--- src/rtl/secure_apb_pkg.sv ---
// Shared types and constants for the secure APB arbiter slice: FSM encoding,
// target-select codes and the captured-request layout.
package secure_apb_pkg;

  localparam int ADDR_W = 20;
  localparam int DATA_W = 16;
  localparam int STRB_W = 2;

  localparam logic [1:0] PSEL_NONE = 2'b00;
  localparam logic [1:0] PSEL_RM   = 2'b01;
  localparam logic [1:0] PSEL_ICN  = 2'b10;
  localparam logic [1:0] PSEL_BAD  = 2'b11;

  typedef enum logic [1:0] {
    ST_IDLE   = 2'd0,
    ST_SETUP  = 2'd1,
    ST_ACCESS = 2'd2,
    ST_ABORT  = 2'd3
  } state_e;

  typedef struct packed {
    logic [1:0]        psel;
    logic              pwrite;
    logic [STRB_W-1:0] pstrb;
    logic [ADDR_W-1:0] paddr;
    logic [DATA_W-1:0] pwdata;
  } apb_req_t;

  // Only a single-region select may reach the secure gate; 11 is aborted locally.
  function automatic logic is_valid_psel(input logic [1:0] psel);
    return (psel == PSEL_RM) || (psel == PSEL_ICN);
  endfunction

endpackage

--- src/rtl/rr_arb2.sv ---
// Two-requester round-robin grant, purely combinational.
// rr = 0 gives master 0 priority on a tie, rr = 1 gives master 1 priority.
module rr_arb2 (
  input  logic [1:0] request,
  input  logic       rr,
  output logic [1:0] grant
);

  always_comb begin
    // NOTE: default assignment first so every path drives grant and no latch is inferred.
    grant = 2'b00;
    case (request)
      2'b01:   grant = 2'b01;
      2'b10:   grant = 2'b10;
      2'b11:   grant = rr ? 2'b10 : 2'b01;
      default: grant = 2'b00;
    endcase
  end

endmodule

--- src/rtl/secure_apb_arbiter.sv ---
// Two-master APB arbiter in front of the secure gate: round-robin grant,
// single downstream transfer at a time, ACCESS timeout and local abort of PSEL=11.
module secure_apb_arbiter
  import secure_apb_pkg::*;
#(
  parameter int TIMEOUT_CYCLES = 255
) (
  input  logic              clk,
  input  logic              reset,

  input  logic [1:0]        m0_psel,
  input  logic              m0_penable,
  input  logic              m0_pwrite,
  input  logic [STRB_W-1:0] m0_pstrb,
  input  logic [ADDR_W-1:0] m0_paddr,
  input  logic [DATA_W-1:0] m0_pwdata,
  output logic [DATA_W-1:0] m0_prdata,
  output logic              m0_pready,
  output logic              m0_pslverr,

  input  logic [1:0]        m1_psel,
  input  logic              m1_penable,
  input  logic              m1_pwrite,
  input  logic [STRB_W-1:0] m1_pstrb,
  input  logic [ADDR_W-1:0] m1_paddr,
  input  logic [DATA_W-1:0] m1_pwdata,
  output logic [DATA_W-1:0] m1_prdata,
  output logic              m1_pready,
  output logic              m1_pslverr,

  output logic [1:0]        psel_s,
  output logic              penable_s,
  output logic              pwrite_s,
  output logic [STRB_W-1:0] pstrb_s,
  output logic [ADDR_W-1:0] paddr_s,
  output logic [DATA_W-1:0] pwdata_s,
  input  logic [DATA_W-1:0] prdata_s,
  input  logic              pready_s,
  input  logic              pslverr_s_rm,
  input  logic              pslverr_s_icn
);

  localparam logic [7:0] CNT_LAST = 8'(TIMEOUT_CYCLES - 1);

  state_e   state_q, state_d;
  apb_req_t req_q, m0_req, m1_req, sel_req;
  logic     gnt_q;
  logic     rr_q;
  logic [7:0] cnt_q;
  logic [1:0] request, grant;
  logic     done;

  // Master penable carries no information here: the arbiter builds its own phases.
  logic unused_penable;
  assign unused_penable = m0_penable ^ m1_penable;

  assign m0_req = '{psel: m0_psel, pwrite: m0_pwrite, pstrb: m0_pstrb,
                    paddr: m0_paddr, pwdata: m0_pwdata};
  assign m1_req = '{psel: m1_psel, pwrite: m1_pwrite, pstrb: m1_pstrb,
                    paddr: m1_paddr, pwdata: m1_pwdata};

  assign request = {|m1_psel, |m0_psel};

  rr_arb2 u_rr_arb2 (
    .request (request),
    .rr      (rr_q),
    .grant   (grant)
  );

  assign sel_req = grant[1] ? m1_req : m0_req;

  // A transfer ends on pready in ACCESS (even on the timeout cycle) or after ABORT.
  assign done = ((state_q == ST_ACCESS) && pready_s) || (state_q == ST_ABORT);

  always_ff @(posedge clk) begin
    // NOTE: non-blocking assignments so all state updates see pre-edge values.
    if (reset) begin
      state_q <= ST_IDLE;
      rr_q    <= 1'b0;
      gnt_q   <= 1'b0;
      cnt_q   <= '0;
      req_q   <= '0;
    end else begin
      state_q <= state_d;
      if ((state_q == ST_IDLE) && (|grant)) begin
        gnt_q <= grant[1];
        req_q <= sel_req;
      end
      cnt_q <= (state_q == ST_ACCESS) ? cnt_q + 8'd1 : 8'd0;
      if (done) begin
        rr_q <= ~gnt_q;
      end
    end
  end

  always_comb begin
    state_d = state_q;
    case (state_q)
      ST_IDLE: begin
        if (|grant) begin
          state_d = is_valid_psel(sel_req.psel) ? ST_SETUP : ST_ABORT;
        end
      end
      ST_SETUP:  state_d = ST_ACCESS;
      ST_ACCESS: begin
        if (pready_s) begin
          state_d = ST_IDLE;
        end else if (cnt_q == CNT_LAST) begin
          state_d = ST_ABORT;
        end
      end
      ST_ABORT:  state_d = ST_IDLE;
      default:   state_d = ST_IDLE;
    endcase
  end

  always_comb begin
    psel_s     = PSEL_NONE;
    penable_s  = 1'b0;
    pwrite_s   = 1'b0;
    pstrb_s    = '0;
    paddr_s    = '0;
    pwdata_s   = '0;
    m0_prdata  = '0;
    m0_pready  = 1'b0;
    m0_pslverr = 1'b0;
    m1_prdata  = '0;
    m1_pready  = 1'b0;
    m1_pslverr = 1'b0;

    if ((state_q == ST_SETUP) || (state_q == ST_ACCESS)) begin
      psel_s    = req_q.psel;
      penable_s = (state_q == ST_ACCESS);
      pwrite_s  = req_q.pwrite;
      pstrb_s   = req_q.pstrb;
      paddr_s   = req_q.paddr;
      pwdata_s  = req_q.pwdata;
    end

    case (state_q)
      ST_ACCESS: begin
        if (!gnt_q) begin
          m0_prdata  = prdata_s;
          m0_pready  = pready_s;
          m0_pslverr = pslverr_s_rm | pslverr_s_icn;
        end else begin
          m1_prdata  = prdata_s;
          m1_pready  = pready_s;
          m1_pslverr = pslverr_s_rm | pslverr_s_icn;
        end
      end
      ST_ABORT: begin
        if (!gnt_q) begin
          m0_pready  = 1'b1;
          m0_pslverr = 1'b1;
        end else begin
          m1_pready  = 1'b1;
          m1_pslverr = 1'b1;
        end
      end
      default: ;
    endcase
  end

endmodule

--- config.mk ---
export PLATFORM = sky130hd
export DESIGN_NAME = secure_apb_arbiter
export DESIGN_NICKNAME = d
export VERILOG_FILES = /design/src/rtl/secure_apb_pkg.sv /design/src/rtl/rr_arb2.sv /design/src/rtl/secure_apb_arbiter.sv
export SDC_FILE = /design/constraint.sdc
export NUM_CORES = 1
export LEC_CHECK = 0
export ABC_AREA = 1
export CAP_MARGIN = 30
export CORE_ASPECT_RATIO = 2
export CORE_MARGIN = 2
export CORE_UTILIZATION = 25
export CTS_BUF_LIST = sky130_fd_sc_hd__clkbuf_16
export DETAILED_ROUTE_END_ITERATION = 10
export PLACE_DENSITY = 0.62
export SLEW_MARGIN = 20
export SYNTH_ARGS = -nofsm -noshare
export SYNTH_HDL_FRONTEND = slang
export SYNTH_SLANG_ARGS = --single-unit
--- constraint.sdc ---
create_clock -name clk -period 1.4 [get_ports clk]
set_input_delay 0.21 -clock clk [delete_from_list [all_inputs] [get_ports clk]]
set_output_delay 0.21 -clock clk [all_outputs]
set_load 0.05 [all_outputs]
Run 1, cell classes on the final placement:
Fill, decap, tap and diode cells in gray.
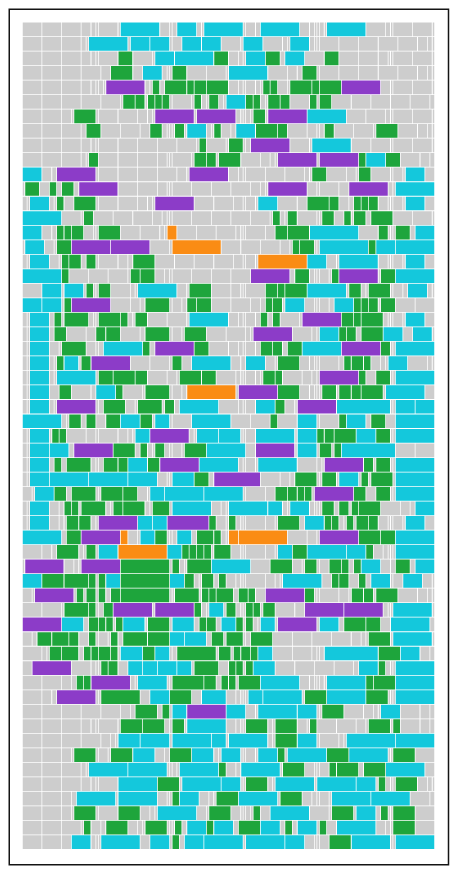
- combinational and other logic: green (cells 382)
- other buffers and delay cells: cyan (cells 236)
- clock drivers and dummy loads: orange (cells 8)
- flops: purple (cells 53)
sequential cell area share: 14.4%
area of the core: 12,000 sq um
Row Count: 57

Run 1, met3 routing:
The bar under the picture is 20 um long.
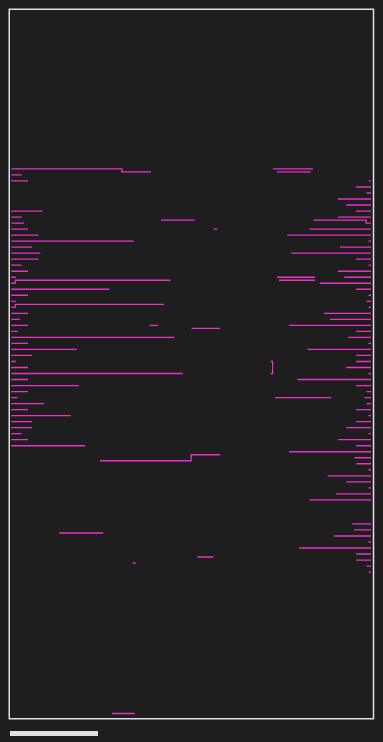
- nets with wire on the layer: 114
- wire length on this layer: 845 um
- main direction: horizontal

Run 1, met1 routing:
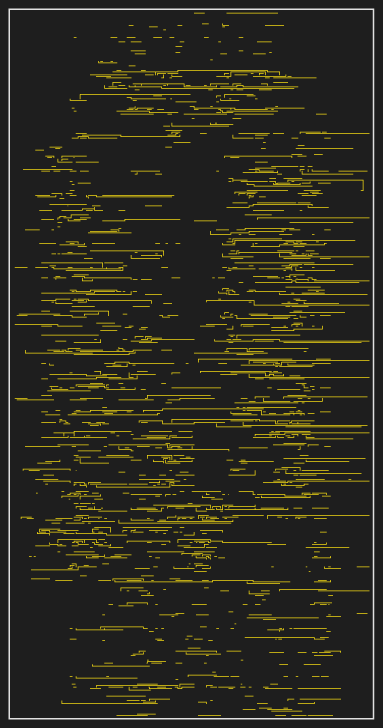
- share of all routed wire: 40%
- wire length on this layer: 4,590 um
Final Routed Wirelength: 11,400 um
total number of vias: 3,789

Run 1, signal metal coverage by tile:
The bar under the picture is 20 um long. 16 x 32 tiles, from dark blue (low) to red (high), scaled to the fullest tile. Values are wire area over tile area, all layers added.
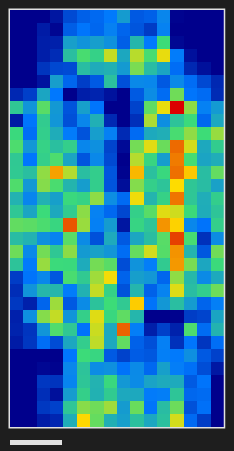
- mean over tiles: 0.14
- fullest tile: 0.43
- densest ninth of the die: middle right
Overall Global Routing Usage: 16.8%
Wirelength per Cell: 13.8 um

-- run 1: sequential cells by signal, indices dropped and copies added, names as in the netlist --
register  flops
state_q       2
rr_q          1
gnt_q         1
req_q        41
cnt_q         8
-- run 1: layout make-up --
type	count	area, sq um
Fill cell	1010	4600
Multi-Input combinational cell	309	2240
Tap cell	147	184
Clock inverter	3	13.8
Inverter	73	442
Timing Repair Buffer	236	3310
Sequential cell	53	1070
Clock buffer	5	125
-- run 1: power groups by stage --
stage	registers, mW	logic, mW	clock network (mW)
global route	2.71	12.8	1.34
CTS	2.61	11.7	1.26
global placement	2.59	10.4	0
finish	2.64	12.1	1.22
detailed placement	2.61	10.5	0
floorplan	2.56	6.71	0
-- run 1: tightest hold or removal path: stages --
cell            delay [ns]
dlymetal6s2s_1        0.16
nand2_1               0.08
nand2_1               0.09
o21ai_0               0.07
inv_1                 0.05
-- run 1: layer usage --
metal	vias to the layer above	global-route usage (%)	wire [um]
met4	0	3.33	120
met1	1770	20.4	4590
met3	7	4.46	845
met5	-	0	0
met2	130	29.3	5870
li1	1882	-	-
-- run 1: per-stage QoR --
step	util, %	hold WS, ns	area [sq um]	total power [mW]	std cells
after floorplan	-	0.279	3840	9.26	462
after global placement	55.8	0.449	6690	13.0	800
after detailed placement	55.8	0.459	6690	13.1	800
after CTS	59.8	0.474	7170	15.6	821
after global routing	61.6	0.422	7380	16.8	826
final	61.6	0.398	7380	16.0	826
-- run 1: worst max-delay path by stage --
stage,to,slack (ns),depth (start not counted)
finish,paddr_s[1],-0.40,7
global route,paddr_s[6],-0.46,7
CTS,paddr_s[2],-0.40,7
detailed placement,req_q[7],-0.23,8
global placement,req_q[16],-0.18,7
floorplan,m0_prdata[10],-0.11,5
-- run 1: cell usage in the layout (no fill, tap or decap), types with 2 or more instances in the layout --
cell type / instances
a21oi_1: 2
ha_4: 3
nor2_2: 4
nand2_8: 2
nand2_4: 42
clkbuf_16: 8
buf_4: 25
buf_8: 3
inv_2: 4
o21ai_1: 42
inv_4: 3
nand3_1: 5
a31oi_2: 9
clkinvlp_4: 40
clkinv_2: 2
a31oi_1: 32
buf_6: 12
buf_12: 88
ha_1: 4
nor2_4: 42
dfxtp_1: 51
o21ai_0: 2
inv_1: 25
buf_16: 3
a21oi_2: 3
nand2_2: 11
nand2_1: 90
clkdlybuf4s50_1: 101
nor2_1: 10
inv_6: 2
-- run 1: timing repair --
action / 4_1_cts / 5_1_grt
pin swaps: 17 / 12
setup buffers: 9 / 5
cloned: 4 / 3
setup endpoints to repair: 80 / 92
hold buffers: 0 / 0
resized: 42 / 40
-- run 1: kinds of logic after synthesis --
kind of cell	after synthesis	share of synthesized area [%]
flops	53	34.9
simple gates	206	27.0
buf+inv	100	15.4
xor+xnor	1	0.288
fa+ha+maj	7	2.88
compound gates	95	19.5
==> report_table.html, run 1 <==
<h2>Implementation results</h2>
<table>
<tr><th>Metric</th><th>Value</th></tr>
<tr><th colspan="2">Logic synthesis</th></tr>
<tr><td>Synthesized area per cell</td><td>6.59 sq um</td></tr>
<tr><td>Cell area after synthesis</td><td>3040 sq um</td></tr>
<tr><td>Post-synthesis chip area from yosys</td><td>3040 sq um</td></tr>
<tr><td>Seq share, synth</td><td>34.9%</td></tr>
<tr><td>Fraction of synthesis flops using an asynchronous set or reset pin</td><td>0%</td></tr>
<tr><td>Synth cell count leaders</td><td>133 x nand2_1, 70 x inv_1, 55 x nor2_1, 53 x dfxtp_1, 40 x o21ai_1</td></tr>
<tr><td>Number of nets at floorplan</td><td>574</td></tr>
<tr><td>Number of warnings reported in the yosys synthesis log</td><td>0</td></tr>
<tr><td>Cell with the most instances after synthesis</td><td>nand2_1</td></tr>
<tr><td>Area share of the largest cell type after synthesis</td><td>34.9%</td></tr>
<tr><td>Number of synthesized register bits</td><td>53</td></tr>
<tr><td>Number of cells produced by synthesis</td><td>462</td></tr>
<tr><td>Most area-hungry cell type in the Yosys netlist</td><td>dfxtp_1</td></tr>
<tr><td>Count of library flops with an enable pin</td><td>0</td></tr>
<tr><td>Post-synthesis cell type count</td><td>27</td></tr>
<tr><td>Post-synth area hogs</td><td>dfxtp_1 35%, nand2_1 16%, inv_1 8.6%</td></tr>
<tr><td>Most used flip-flop cell after synthesis</td><td>dfxtp_1</td></tr>
<tr><td>Post-synthesis cell count from yosys</td><td>462</td></tr>
<tr><th colspan="2">Worst setup path</th></tr>
<tr><td>Startpoint kind of the worst setup timing path</td><td>flop</td></tr>
<tr><td>Depth of the worst register-to-register path</td><td>12</td></tr>
<tr><td>Setup slack on the worst flop-to-flop path</td><td>-0.23 ns</td></tr>
<tr><td>Buf/Inv on CP</td><td>5</td></tr>
<tr><td>Largest fanout on the critical path</td><td>8</td></tr>
<tr><td>Cell repeated most along the worst path</td><td>buf_12</td></tr>
<tr><td>Family of cells with the greatest summed delay on the critical path</td><td>buffers and inverters</td></tr>
<tr><td>Startpoint-to-endpoint class of the critical path</td><td>flop to output port</td></tr>
<tr><td>Startpoint of the worst-slack reg-to-reg timing path</td><td>state_q[0]</td></tr>
<tr><td>Crit path required time</td><td>1.19 ns</td></tr>
<tr><td>Crit path launch</td><td>state_q[1]</td></tr>
<tr><td>Stage delay of the slowest cell on the critical path</td><td>0.36 ns</td></tr>
<tr><td>Cell with the biggest individual delay on the critical path</td><td>dfxtp_4</td></tr>
<tr><td>Endpoint type of the worst setup path</td><td>output port</td></tr>
<tr><td>R2r endpoint</td><td>state_q[0]</td></tr>
<tr><td>Cell-by-cell listing of the critical path</td><td>inv_2, ha_4, buf_12, buf_12, nand2_4, clkinvlp_4, buf_12</td></tr>
<tr><td>Worst path arrival time</td><td>1.59 ns</td></tr>
<tr><th colspan="2">Timing</th></tr>
<tr><td>Post-route clock period utilization</td><td>129%</td></tr>
<tr><td>Setup violations, final</td><td>89</td></tr>
<tr><td>Worst slew margin relative to its limit</td><td>78.8%</td></tr>
<tr><td>Actual transition at the worst max-transition pin</td><td>0.317 ns</td></tr>
<tr><td>Final number of max-transition violations</td><td>0</td></tr>
<tr><td>Maximum clock rate</td><td>0.556 GHz</td></tr>
<tr><td>Setup Skew</td><td>0.00217 ns</td></tr>
<tr><td>Total negative slack for setup checks</td><td>-28.44 ns</td></tr>
<tr><td>Unrepaired setup endpoints after global routing</td><td>true</td></tr>
<tr><td>Number of hold violations in the final report</td><td>0</td></tr>
<tr><td>Final setup margin</td><td>-0.400 ns</td></tr>
<tr><td>Shortest period the worst path allows</td><td>1.80 ns</td></tr>
<tr><th colspan="2">Route</th></tr>
<tr><td>Average via count per standard cell</td><td>4.59</td></tr>
<tr><td>Number of detailed-routing iterations run before antenna repair</td><td>4</td></tr>
<tr><td>Number of antenna-violating nets in the routed design</td><td>0</td></tr>
<tr><td>DRC violation total after the first TritonRoute iteration</td><td>148</td></tr>
<tr><td>Detailed-route DRC error count</td><td>0</td></tr>
<tr><th colspan="2">Placed design</th></tr>
<tr><td>RePlAce Congestion</td><td>0.813</td></tr>
<tr><td>Hpwl dp</td><td>8230 um</td></tr>
<tr><td>IO buf count</td><td>180</td></tr>
<tr><td>Pre-CTS setup slack</td><td>-0.229 ns</td></tr>
<tr><th colspan="2">Layout</th></tr>
<tr><td>Fraction of final layout cells with drive strength greater than 1</td><td>45.9%</td></tr>
<tr><td>Final net count</td><td>790</td></tr>
<tr><td>Synthesis-to-layout area growth</td><td>143%</td></tr>
<tr><td>Ant. Diodes</td><td>0</td></tr>
<tr><th colspan="2">Clock network</th></tr>
<tr><td>Clock net sink count</td><td>53</td></tr>
<tr><td>CTS clk-pin slew, worst paths</td><td>0.07 ns</td></tr>
<tr><td>Clock insertion delay at the later pin of the skew report</td><td>0.29 ns</td></tr>
<tr><td>CTS tree</td><td>done</td></tr>
<tr><td>CTS H-tree depth</td><td>2</td></tr>
<tr><td>Inserted Clock Buffers</td><td>5</td></tr>
<tr><td>Maximum root-to-sink buffer count</td><td>2</td></tr>
<tr><td>Clock root cell</td><td>clkbuf_16</td></tr>
<tr><th colspan="2">Die</th></tr>
<tr><td>Horizontal die dimension</td><td>82.0 um</td></tr>
<tr><td>Overall die height</td><td>160 um</td></tr>
<tr><td>Fraction of the core area occupied by cells at floorplan</td><td>25.4%</td></tr>
<tr><td>Die Size</td><td>13,100 sq um</td></tr>
<tr><td>Num ports</td><td>183</td></tr>
<tr><th colspan="2">Global routing</th></tr>
<tr><td>Pin count of the biggest net entering global routing</td><td>36</td></tr>
<tr><td>Number of antenna violations at the first check in global routing</td><td>0</td></tr>
<tr><td>Overflow left after global routing</td><td>0</td></tr>
<tr><td>Via count of the first global-routing pass</td><td>3,664</td></tr>
<tr><td>First-pass GRT wire length</td><td>17,700 um</td></tr>
<tr><th colspan="2">Power</th></tr>
<tr><td>Pwr Density</td><td>2160 nW/um^2</td></tr>
<tr><td>Leak</td><td>3.02 nW</td></tr>
<tr><td>Fraction of power consumed by the clock network</td><td>7.7%</td></tr>
<tr><td>Maximum VDD drop</td><td>1.62 mV</td></tr>
<tr><td>Cell-internal power</td><td>8.37 mW</td></tr>
<tr><td>Switching power share of the total</td><td>47.6%</td></tr>
<tr><td>Sw Pwr</td><td>7.60 mW</td></tr>
<tr><td>Relative contribution of combinational cells to total power</td><td>75.8%</td></tr>
<tr><td>Part of the total power dissipated in sequential elements</td><td>16.5%</td></tr>
<tr><th colspan="2">Job</th></tr>
<tr><td>Maxcap violations</td><td>0</td></tr>
<tr><td>Count of warning messages emitted by the tools</td><td>36</td></tr>
<tr><th colspan="2">Worst hold path</th></tr>
<tr><td>Hold Crit Class</td><td>input port to flop</td></tr>
<tr><td>Depth of the worst hold-timing path</td><td>5</td></tr>
<tr><td>End of the worst hold path</td><td>req_q[40]</td></tr>
<tr><td>Launch instance of the worst min-delay path</td><td>m0_psel[1]</td></tr>
<tr><th colspan="2">Status</th></tr>
<tr><td>Failing checks</td><td>negative setup slack</td></tr>
<tr><td>Result of the run</td><td>finished with violations</td></tr>
</table>
==> run 1 -> run 2 <==
--- a/config.mk
+++ b/config.mk
@@ -6,13 +6,15 @@
 export NUM_CORES = 1
 export LEC_CHECK = 0
 export ABC_AREA = 1
+export ABC_CLOCK_PERIOD_IN_PS = 1400
 export CAP_MARGIN = 30
 export CORE_ASPECT_RATIO = 2
 export CORE_MARGIN = 2
-export CORE_UTILIZATION = 25
+export CORE_UTILIZATION = 34
 export CTS_BUF_LIST = sky130_fd_sc_hd__clkbuf_16
 export DETAILED_ROUTE_END_ITERATION = 10
-export PLACE_DENSITY = 0.62
+export GPL_ROUTABILITY_DRIVEN = 0
+export PLACE_DENSITY = 0.79
 export SLEW_MARGIN = 20
 export SYNTH_ARGS = -nofsm -noshare
 export SYNTH_HDL_FRONTEND = slang
==> run 2 against run 1 <==
Compared with the run above: the run still ends with negative setup slack left; sequential share of layout area grew 0.27 points; worst hold slack better by 0.068 ns; combinational power hardly changed; synthesized cell count did not move; routed wire length up 29%; synthesized area unchanged; core utilization increased by 22 points; critical path depth decreased by 1; maximum frequency decreased by 1.2%; die size decreased by 26%; worst setup slack got worse by 0.022 ns; sequential power rose by 3%; critical path type unchanged; largest cell class unchanged; largest power group unchanged.
==> report_table.html, run 2 <==
<h2>Implementation results</h2>
<table>
<tr><th>Metric</th><th>Value</th></tr>
<tr><th colspan="2">Clock network</th></tr>
<tr><td>Maximum root-to-sink buffer count</td><td>2 (unchanged)</td></tr>
<tr><td>CTS clk-pin slew, worst paths</td><td>0.07 ns (about the same)</td></tr>
<tr><td>Number of hold-repair buffers added at the cts stage</td><td>0 (unchanged)</td></tr>
<tr><td>Inserted Clock Buffers</td><td>5 (unchanged)</td></tr>
<tr><td>Clock insertion delay at the later pin of the skew report</td><td>0.29 ns (about the same)</td></tr>
<tr><td>CTS H-tree depth</td><td>2 (unchanged)</td></tr>
<tr><td>Clock root cell</td><td>clkbuf_16 (unchanged)</td></tr>
<tr><td>Clock net sink count</td><td>53 (unchanged)</td></tr>
<tr><td>CTS tree</td><td>done (unchanged)</td></tr>
<tr><th colspan="2">Logic synthesis</th></tr>
<tr><td>Most area-hungry cell type in the Yosys netlist</td><td>dfxtp_1 (unchanged)</td></tr>
<tr><td>Number of synthesized register bits</td><td>53 (unchanged)</td></tr>
<tr><td>Synth cell count leaders</td><td>133 x nand2_1, 70 x inv_1, 55 x nor2_1, 53 x dfxtp_1, 40 x o21ai_1 (unchanged)</td></tr>
<tr><td>Count of library flops with an enable pin</td><td>0 (unchanged)</td></tr>
<tr><td>Synthesized area per cell</td><td>6.59 sq um (unchanged)</td></tr>
<tr><td>Number of cells produced by synthesis</td><td>462 (unchanged)</td></tr>
<tr><td>Post-synthesis cell count from yosys</td><td>462 (unchanged)</td></tr>
<tr><td>Post-synthesis chip area from yosys</td><td>3040 sq um (unchanged)</td></tr>
<tr><td>Fraction of synthesis flops using an asynchronous set or reset pin</td><td>0% (unchanged)</td></tr>
<tr><td>Number of nets at floorplan</td><td>574 (unchanged)</td></tr>
<tr><td>Number of warnings reported in the yosys synthesis log</td><td>0 (unchanged)</td></tr>
<tr><td>Seq share, synth</td><td>34.9% (unchanged)</td></tr>
<tr><td>Cell with the most instances after synthesis</td><td>nand2_1 (unchanged)</td></tr>
<tr><td>Post-synth area hogs</td><td>dfxtp_1 35%, nand2_1 16%, inv_1 8.6% (unchanged)</td></tr>
<tr><td>Area share of the largest cell type after synthesis</td><td>34.9% (unchanged)</td></tr>
<tr><td>Most used flip-flop cell after synthesis</td><td>dfxtp_1 (unchanged)</td></tr>
<tr><td>Cell area after synthesis</td><td>3040 sq um (unchanged)</td></tr>
<tr><td>Post-synthesis cell type count</td><td>27 (unchanged)</td></tr>
<tr><th colspan="2">Route</th></tr>
<tr><td>Average via count per standard cell</td><td>5.30 (was 4.59)</td></tr>
<tr><td>Number of detailed-routing iterations run before antenna repair</td><td>5 (was 4)</td></tr>
<tr><td>Wirelength per Cell</td><td>19.0 um (was 13.8 um)</td></tr>
<tr><td>DRC violation total after the first TritonRoute iteration</td><td>258 (was 148)</td></tr>
<tr><td>Detailed-route DRC error count</td><td>0 (unchanged)</td></tr>
<tr><td>Number of antenna-violating nets in the routed design</td><td>0 (unchanged)</td></tr>
<tr><th colspan="2">Timing</th></tr>
<tr><td>Final setup margin</td><td>-0.422 ns (was -0.400 ns)</td></tr>
<tr><td>Setup Skew</td><td>0.00753 ns (was 0.00217 ns)</td></tr>
<tr><td>Number of hold violations in the final report</td><td>0 (unchanged)</td></tr>
<tr><td>Total negative slack for setup checks</td><td>-27.55 ns (was -28.44 ns)</td></tr>
<tr><td>Post-route clock period utilization</td><td>130% (was 129%)</td></tr>
<tr><td>Actual transition at the worst max-transition pin</td><td>0.328 ns (was 0.317 ns)</td></tr>
<tr><td>Unrepaired setup endpoints after global routing</td><td>true (unchanged)</td></tr>
<tr><td>Final number of max-transition violations</td><td>0 (unchanged)</td></tr>
<tr><td>Shortest period the worst path allows</td><td>1.82 ns (was 1.80 ns)</td></tr>
<tr><td>Worst slew margin relative to its limit</td><td>77.9% (was 78.8%)</td></tr>
<tr><td>Worst hold margin</td><td>0.466 ns (was 0.398 ns)</td></tr>
<tr><td>Maximum clock rate</td><td>0.549 GHz (was 0.556 GHz)</td></tr>
<tr><td>Setup violations, final</td><td>83 (was 89)</td></tr>
<tr><th colspan="2">Layout</th></tr>
<tr><td>Most common logic cells in the final layout</td><td>98 x clkdlybuf4s50_1, 88 x nand2_1, 87 x buf_12, 50 x dfxtp_1 (was 101 x clkdlybuf4s50_1, 90 x nand2_1, 88 x buf_12, 51 x dfxtp_1)</td></tr>
<tr><td>Post-route non-filler standard cell count</td><td>775 (was 826)</td></tr>
<tr><td>Final net count</td><td>785 (was 790)</td></tr>
<tr><td>Synthesis-to-layout area growth</td><td>138% (was 143%)</td></tr>
<tr><td>Fraction of final layout cells with drive strength greater than 1</td><td>45.4% (was 45.9%)</td></tr>
<tr><td>Register with the highest flop count</td><td>req_q (unchanged)</td></tr>
<tr><td>Top logic cell by instance count in the layout</td><td>clkdlybuf4s50_1 (unchanged)</td></tr>
<tr><td>Number of flip-flops in the largest register</td><td>41 (unchanged)</td></tr>
<tr><td>Biggest regs</td><td>req_q (41), cnt_q (8), state_q (2) (unchanged)</td></tr>
<tr><th colspan="2">Worst hold path</th></tr>
<tr><td>Depth of the worst hold-timing path</td><td>4 (was 5)</td></tr>
<tr><td>End of the worst hold path</td><td>req_q[39] (was req_q[40])</td></tr>
<tr><td>Hold Crit Class</td><td>input port to flop (unchanged)</td></tr>
<tr><td>Launch instance of the worst min-delay path</td><td>m1_psel[0] (was m0_psel[1])</td></tr>
<tr><th colspan="2">Global routing</th></tr>
<tr><td>Pin count of the biggest net entering global routing</td><td>43 (was 36)</td></tr>
<tr><td>Via count of the first global-routing pass</td><td>4,237 (was 3,664)</td></tr>
<tr><td>First-pass GRT wire length</td><td>21,600 um (was 17,700 um)</td></tr>
<tr><td>Overflow left after global routing</td><td>0 (unchanged)</td></tr>
<tr><td>Overall Global Routing Usage</td><td>28.5% (was 16.8%)</td></tr>
<tr><td>Number of antenna violations at the first check in global routing</td><td>1 (was 0)</td></tr>
<tr><th colspan="2">Die</th></tr>
<tr><td>Horizontal die dimension</td><td>70.9 um (was 82.0 um)</td></tr>
<tr><td>Area of the core</td><td>8650 sq um (was 12,000 sq um)</td></tr>
<tr><td>Die Size</td><td>9770 sq um (was 13,100 sq um)</td></tr>
<tr><td>Overall die height</td><td>138 um (was 160 um)</td></tr>
<tr><td>Fraction of the core area occupied by cells at floorplan</td><td>35.2% (was 25.4%)</td></tr>
<tr><td>Num ports</td><td>183 (unchanged)</td></tr>
<tr><td>Row Count</td><td>48 (was 57)</td></tr>
<tr><th colspan="2">Power</th></tr>
<tr><td>Leak</td><td>3.00 nW (was 3.02 nW)</td></tr>
<tr><td>Maximum VDD drop</td><td>1.60 mV (was 1.62 mV)</td></tr>
<tr><td>Pwr Density</td><td>2240 nW/um^2 (was 2160 nW/um^2)</td></tr>
<tr><th colspan="2">Worst setup path</th></tr>
<tr><td>Setup slack on the worst flop-to-flop path</td><td>-0.21 ns (was -0.23 ns)</td></tr>
<tr><td>R2r endpoint</td><td>state_q[0] (unchanged)</td></tr>
<tr><td>Startpoint kind of the worst setup timing path</td><td>flop (unchanged)</td></tr>
<tr><td>Depth of the worst register-to-register path</td><td>10 (was 12)</td></tr>
<tr><td>Startpoint-to-endpoint class of the critical path</td><td>flop to output port (unchanged)</td></tr>
<tr><td>Endpoint type of the worst setup path</td><td>output port (unchanged)</td></tr>
<tr><td>Startpoint of the worst-slack reg-to-reg timing path</td><td>state_q[1] (was state_q[0])</td></tr>
<tr><td>Crit path required time</td><td>1.19 ns (about the same)</td></tr>
<tr><td>Worst path arrival time</td><td>1.61 ns (was 1.59 ns)</td></tr>
<tr><td>Largest fanout on the critical path</td><td>5 (was 8)</td></tr>
<tr><th colspan="2">Status</th></tr>
<tr><td>Failing checks</td><td>negative setup slack (unchanged)</td></tr>
<tr><td>Result of the run</td><td>finished with violations (unchanged)</td></tr>
<tr><th colspan="2">Placed design</th></tr>
<tr><td>Total instance count after detailed placement</td><td>754 (was 800)</td></tr>
<tr><td>IO buf count</td><td>180 (unchanged)</td></tr>
<tr><td>Hpwl dp</td><td>10,100 um (was 8230 um)</td></tr>
<tr><th colspan="2">Job</th></tr>
<tr><td>Maxcap violations</td><td>0 (unchanged)</td></tr>
<tr><td>Count of warning messages emitted by the tools</td><td>36 (unchanged)</td></tr>
</table>
-- run 2: cell count changes in the layout (fill, tap and decap cells not counted), moves of 3 or more --
cell,delta
buf_6,+5
dlymetal6s2s_1,+3
buf_4,-3
buf_16,-3
nand2_2,+3
clkdlybuf4s50_1,-3
-- run 2: how the worst max path moves through the flow --
stage	startpoint	endpoint	slack (ns)	cells past startpoint
3_3_place_gp	m0_psel[0]	req_q[34]	-0.22	7
3_5_place_dp	m0_psel[0]	req_q[29]	-0.29	7
6_report	state_q[1]	m1_pready	-0.42	6
4_1_cts	state_q[1]	paddr_s[15]	-0.38	7
2_1_floorplan	state_q[0]	m0_prdata[10]	-0.11	5
5_1_grt	state_q[1]	m1_pready	-0.44	6
-- run 2: stage by stage --
step                area (sq um)  setup slack (ns)  utilization [%]  total power [mW]
global placement            6650            -0.216             76.9              13.2
detailed placement          6650            -0.294             76.9              13.5
CTS                         7160            -0.385             82.8              16.0
finish                      7260            -0.422             83.9              16.2
floorplan                   3840            -0.106                -              9.26
global route                7260            -0.445             83.9              16.9
-- run 2: final cells by class --
class	instances	area, sq um
Timing Repair Buffer	231	3180
Sequential cell	53	1070
Clock inverter	3	65.1
Inverter	73	438
Clock buffer	5	125
Tap cell	100	125
Antenna cell	1	2.50
Multi-Input combinational cell	309	2250
Fill cell	469	1390
-- run 2: cell families after synthesis --
kind of cell    synth area share, %
flops                          34.9
fa+ha+maj                      2.88
buf+inv                        15.4
simple gates                   27.0
xor+xnor                      0.288
compound gates                 19.5
-- run 2: repair_timing --
action,CTS,global route
cloned,1,1
pin swaps,13,9
gates resized,55,28
endpoints found under the setup margin,86,129
buffers inserted,10,4
-- run 2: worst max-delay path: stages, from the launching register on --
cell,delay [ns]
dfxtp_4,0.37
buf_12,0.12
ha_4,0.22
buf_6,0.15
a21oi_4,0.24
nor2_4,0.07
buf_12,0.15
-- run 2: metal layers --
| metal | vias up | wire length (um) | global-route usage (%) |
|---|---|---|---|
| met2 | 218 | 8590 | 55.0 |
| li1 | 1872 | - | - |
| met3 | 65 | 757 | 4.83 |
| met5 | - | 0 | 0 |
| met1 | 1951 | 4540 | 26.8 |
| met4 | 0 | 866 | 18.3 |
-- run 2: power breakdown --
part	internal, mW	total, mW	switching [mW]
logic	5.31	12.0	6.64
clock network	1.02	1.57	0.551
registers	2.08	2.72	0.632
Run 2, met3 routing:
The bar under the picture is 20 um long.
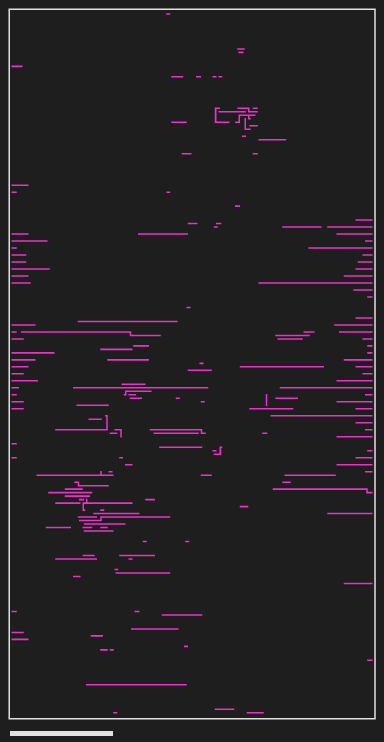
- wire length on this layer: 758 um
- share of all routed wire: 5.1%
- longest straight run: 26.0 um
met3 demand-to-capacity share in global routing: 4.83%
total number of vias: 4,106
Final Routed Wirelength: 14,800 um

Run 2, met1 routing:
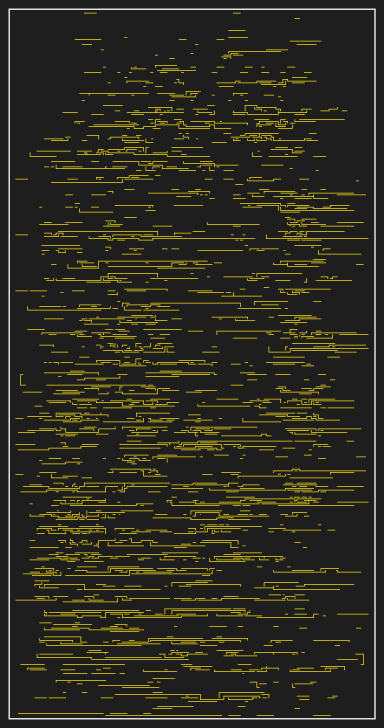
- wire length on this layer: 4,540 um
- nets with wire on the layer: 654
- share of all routed wire: 31%

==> run 2 -> run 3 <==
--- a/config.mk
+++ b/config.mk
@@ -15,7 +15,6 @@
 export DETAILED_ROUTE_END_ITERATION = 10
 export GPL_ROUTABILITY_DRIVEN = 0
 export PLACE_DENSITY = 0.79
-export SLEW_MARGIN = 20
 export SYNTH_ARGS = -nofsm -noshare
 export SYNTH_HDL_FRONTEND = slang
 export SYNTH_SLANG_ARGS = --single-unit
==> run 3 against run 2 <==
Compared with the run above: the run still ends with negative setup slack left; worst hold slack stayed put; die size stayed put; critical endpoint unchanged; sequential power is essentially flat.
==> report_table.html, run 3 <==
<h2>Implementation results</h2>
<table>
<tr><th>Metric</th><th>Value</th></tr>
<tr><th colspan="2">Timing</th></tr>
<tr><td>Post-route clock period utilization</td><td>130% (unchanged)</td></tr>
<tr><td>Maximum clock rate</td><td>0.549 GHz (unchanged)</td></tr>
<tr><td>Unrepaired setup endpoints after global routing</td><td>true (unchanged)</td></tr>
<tr><td>Setup violations, final</td><td>83 (unchanged)</td></tr>
<tr><td>Number of hold violations in the final report</td><td>0 (unchanged)</td></tr>
<tr><td>Actual transition at the worst max-transition pin</td><td>0.328 ns (unchanged)</td></tr>
<tr><td>Setup Skew</td><td>0.00753 ns (unchanged)</td></tr>
<tr><td>Final setup margin</td><td>-0.422 ns (unchanged)</td></tr>
<tr><td>Shortest period the worst path allows</td><td>1.82 ns (unchanged)</td></tr>
<tr><td>Worst slew margin relative to its limit</td><td>77.9% (unchanged)</td></tr>
<tr><td>Final number of max-transition violations</td><td>0 (unchanged)</td></tr>
<tr><td>Worst hold margin</td><td>0.466 ns (unchanged)</td></tr>
<tr><th colspan="2">Logic synthesis</th></tr>
<tr><td>Number of nets at floorplan</td><td>574 (unchanged)</td></tr>
<tr><td>Most used flip-flop cell after synthesis</td><td>dfxtp_1 (unchanged)</td></tr>
<tr><td>Fraction of synthesis flops using an asynchronous set or reset pin</td><td>0% (unchanged)</td></tr>
<tr><td>Post-synthesis chip area from yosys</td><td>3040 sq um (unchanged)</td></tr>
<tr><td>Post-synth area hogs</td><td>dfxtp_1 35%, nand2_1 16%, inv_1 8.6% (unchanged)</td></tr>
<tr><td>Count of library flops with an enable pin</td><td>0 (unchanged)</td></tr>
<tr><td>Number of synthesized register bits</td><td>53 (unchanged)</td></tr>
<tr><td>Post-synthesis cell type count</td><td>27 (unchanged)</td></tr>
<tr><td>Most area-hungry cell type in the Yosys netlist</td><td>dfxtp_1 (unchanged)</td></tr>
<tr><td>Seq share, synth</td><td>34.9% (unchanged)</td></tr>
<tr><td>Synth cell count leaders</td><td>133 x nand2_1, 70 x inv_1, 55 x nor2_1, 53 x dfxtp_1, 40 x o21ai_1 (unchanged)</td></tr>
<tr><td>Cell area after synthesis</td><td>3040 sq um (unchanged)</td></tr>
<tr><td>Synthesized area per cell</td><td>6.59 sq um (unchanged)</td></tr>
<tr><td>Area share of the largest cell type after synthesis</td><td>34.9% (unchanged)</td></tr>
<tr><td>Post-synthesis cell count from yosys</td><td>462 (unchanged)</td></tr>
<tr><td>Cell with the most instances after synthesis</td><td>nand2_1 (unchanged)</td></tr>
<tr><td>Number of warnings reported in the yosys synthesis log</td><td>0 (unchanged)</td></tr>
<tr><td>Number of cells produced by synthesis</td><td>462 (unchanged)</td></tr>
<tr><th colspan="2">Power</th></tr>
<tr><td>Leak</td><td>3.00 nW (unchanged)</td></tr>
<tr><td>Pwr Density</td><td>2240 nW/um^2 (unchanged)</td></tr>
<tr><td>Pwr Total</td><td>16.2 mW (unchanged)</td></tr>
<tr><td>Maximum VDD drop</td><td>1.60 mV (unchanged)</td></tr>
<tr><th colspan="2">Layout</th></tr>
<tr><td>Biggest regs</td><td>req_q (41), cnt_q (8), state_q (2) (unchanged)</td></tr>
<tr><td>Fraction of final layout cells with drive strength greater than 1</td><td>45.4% (unchanged)</td></tr>
<tr><td>Most common logic cells in the final layout</td><td>98 x clkdlybuf4s50_1, 88 x nand2_1, 87 x buf_12, 50 x dfxtp_1 (unchanged)</td></tr>
<tr><td>Top logic cell by instance count in the layout</td><td>clkdlybuf4s50_1 (unchanged)</td></tr>
<tr><td>Register with the highest flop count</td><td>req_q (unchanged)</td></tr>
<tr><td>Final net count</td><td>785 (unchanged)</td></tr>
<tr><td>Number of flip-flops in the largest register</td><td>41 (unchanged)</td></tr>
<tr><td>Synthesis-to-layout area growth</td><td>138% (unchanged)</td></tr>
<tr><td>Post-route cell area</td><td>7260 sq um (unchanged)</td></tr>
<tr><th colspan="2">Clock network</th></tr>
<tr><td>Clock net sink count</td><td>53 (unchanged)</td></tr>
<tr><td>Number of hold-repair buffers added at the cts stage</td><td>0 (unchanged)</td></tr>
<tr><td>Maximum root-to-sink buffer count</td><td>2 (unchanged)</td></tr>
<tr><td>CTS clk-pin slew, worst paths</td><td>0.07 ns (about the same)</td></tr>
<tr><td>CTS H-tree depth</td><td>2 (unchanged)</td></tr>
<tr><td>Clock root cell</td><td>clkbuf_16 (unchanged)</td></tr>
<tr><td>Inserted Clock Buffers</td><td>5 (unchanged)</td></tr>
<tr><td>Clock insertion delay at the later pin of the skew report</td><td>0.29 ns (about the same)</td></tr>
<tr><td>CTS tree</td><td>done (unchanged)</td></tr>
<tr><th colspan="2">Route</th></tr>
<tr><td>Detailed-route DRC error count</td><td>0 (unchanged)</td></tr>
<tr><td>Number of antenna-violating nets in the routed design</td><td>0 (unchanged)</td></tr>
<tr><td>Average via count per standard cell</td><td>5.30 (unchanged)</td></tr>
<tr><td>Final Routed Wirelength</td><td>14,800 um (unchanged)</td></tr>
<tr><td>DRC violation total after the first TritonRoute iteration</td><td>258 (unchanged)</td></tr>
<tr><td>Number of detailed-routing iterations run before antenna repair</td><td>5 (unchanged)</td></tr>
<tr><td>Total number of vias</td><td>4,106 (unchanged)</td></tr>
<tr><th colspan="2">Global routing</th></tr>
<tr><td>Via count of the first global-routing pass</td><td>4,237 (unchanged)</td></tr>
<tr><td>First-pass GRT wire length</td><td>21,600 um (unchanged)</td></tr>
<tr><td>Overflow left after global routing</td><td>0 (unchanged)</td></tr>
<tr><td>Number of antenna violations at the first check in global routing</td><td>1 (unchanged)</td></tr>
<tr><td>Pin count of the biggest net entering global routing</td><td>43 (unchanged)</td></tr>
<tr><th colspan="2">Die</th></tr>
<tr><td>Fraction of the core area occupied by cells at floorplan</td><td>35.2% (unchanged)</td></tr>
<tr><td>Num ports</td><td>183 (unchanged)</td></tr>
<tr><td>Horizontal die dimension</td><td>70.9 um (unchanged)</td></tr>
<tr><td>Overall die height</td><td>138 um (unchanged)</td></tr>
<tr><td>Die Size</td><td>9770 sq um (unchanged)</td></tr>
<tr><td>Row Count</td><td>48 (unchanged)</td></tr>
<tr><td>Area of the core</td><td>8650 sq um (unchanged)</td></tr>
<tr><th colspan="2">Worst setup path</th></tr>
<tr><td>Largest fanout on the critical path</td><td>5 (unchanged)</td></tr>
<tr><td>Endpoint type of the worst setup path</td><td>output port (unchanged)</td></tr>
<tr><td>Startpoint-to-endpoint class of the critical path</td><td>flop to output port (unchanged)</td></tr>
<tr><td>Startpoint kind of the worst setup timing path</td><td>flop (unchanged)</td></tr>
<tr><td>Crit path required time</td><td>1.19 ns (about the same)</td></tr>
<tr><td>Worst path arrival time</td><td>1.61 ns (about the same)</td></tr>
<tr><th colspan="2">Placed design</th></tr>
<tr><td>Placed cell areas</td><td>6650 sq um (unchanged)</td></tr>
<tr><td>Pre-CTS setup slack</td><td>-0.294 ns (unchanged)</td></tr>
<tr><td>Hpwl dp</td><td>10,100 um (unchanged)</td></tr>
<tr><td>IO buf count</td><td>180 (unchanged)</td></tr>
<tr><th colspan="2">Job</th></tr>
<tr><td>Maxcap violations</td><td>0 (unchanged)</td></tr>
<tr><td>Count of warning messages emitted by the tools</td><td>36 (unchanged)</td></tr>
<tr><th colspan="2">Status</th></tr>
<tr><td>Failing checks</td><td>negative setup slack (unchanged)</td></tr>
<tr><td>Result of the run</td><td>finished with violations (unchanged)</td></tr>
<tr><th colspan="2">Worst hold path</th></tr>
<tr><td>Hold Crit Class</td><td>input port to flop (unchanged)</td></tr>
</table>
==> run 3: cell counts after synthesis <==
No cell type changed its count.
==> run 3: worst paths after layout <==
| path | start | to | slack [ns] | cells past startpoint |
|---|---|---|---|---|
| max | state_q[1] | m1_pready | -0.42 | 6 |
| min | m1_psel[0] | req_q[39] | 0.47 | 4 |
| max reg2reg | state_q[1] | state_q[0] | -0.21 | 10 |
| min reg2reg | cnt_q[0] | cnt_q[0] | 0.47 | 1 |
==> run 3: power breakdown <==
group | internal [mW] | leakage, nW | switching [mW]
Sequential | 2.08 | 0.440 | 0.632
Clock | 1.02 | 0.0938 | 0.551
Combinational | 5.31 | 2.47 | 6.64
Total | 8.41 | 3.00 | 7.83
==> run 3: routing by layer <==
metal | part of all wire (%) | track usage [%]
met1 | 31 | 26.8
met2 | 58 | 55.0
met3 | 5.1 | 4.83
met4 | 5.9 | 18.3
met5 | 0 | 0
==> run 3: cell families after synthesis <==
family	synth area share, %
and+or+nand+nor	27.0
AOI/OAI and AO/OA	19.5
xor gates and xnor gates	0.288
adders and majority gates	2.88
DFF	34.9
buffers and inverters	15.4
==> run 3: stage by stage <==
stage                     setup TNS (ns)  std cells  utilization (%)
after floorplan                    -5.74        462                -
after global placement            -10.41        754             76.9
after detailed placement          -13.62        754             76.9
after CTS                         -25.85        772             82.8
after global routing              -31.07        775             83.9
final                             -27.55        775             83.9
==> run 3: repair_timing <==
item | CTS | global route
setup buffers | 10 | 4
resized | 55 | 28
pin swaps | 13 | 9
cloned | 1 | 1
setup endpoints to repair | 86 | 129
==> run 3: area by class of cell <==
cell class	instances	area (sq um)
Clock inverter	3	65.1
Sequential cell	53	1070
Timing Repair Buffer	231	3180
Inverter	73	438
Tap cell	100	125
Fill cell	469	1390
Clock buffer	5	125
Multi-Input combinational cell	309	2250
Antenna cell	1	2.50
==> run 3: worst max-delay path, cell delays in order (launching register included) <==
cell and delay (ns):
dfxtp_4 0.37, buf_12 0.12, ha_4 0.22, buf_6 0.15, a21oi_4 0.24, nor2_4 0.07
buf_12 0.15
Run 3, met3 routing:
The bar under the picture is 20 um long.
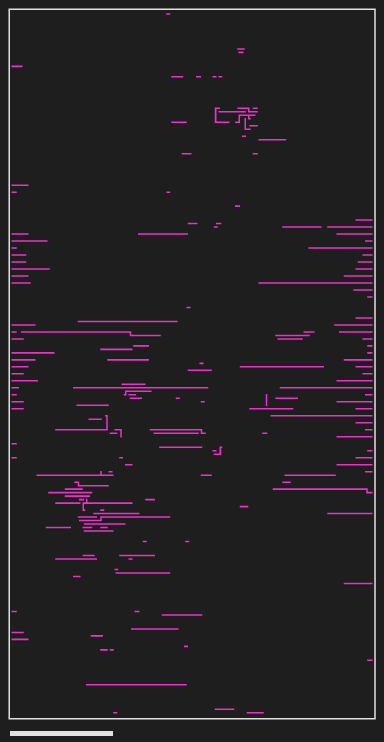
- nets with wire on the layer: 131
- share of all routed wire: 5.1%
- longest straight run: 26.0 um

Run 3, signal metal coverage by tile:
The bar under the picture is 20 um long. 14 x 28 tiles, from dark blue (low) to red (high), scaled to the fullest tile. Values are wire area over tile area, all layers added.
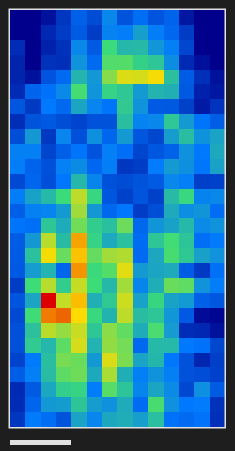
- fullest tile: 0.80
- emptiest ninth of the die: upper left
- nearly empty tiles: 3.6%
- mean over tiles: 0.25
- tiles over half the peak: 15%
Overall Global Routing Usage: 28.5%
Wirelength per Cell: 19.0 um


==> screenshots <==
The clock network.
shot_01.png
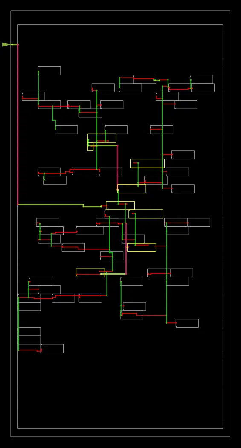
shot_02.png
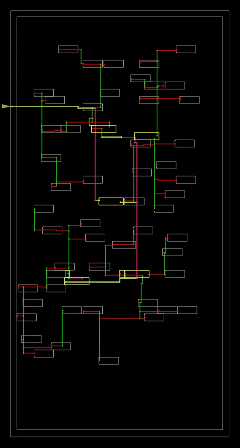
shot_01.png comes from run 2.
shot_02.png comes from run 1.

Power figures rest on the tool's default switching activity, not on a simulated workload.
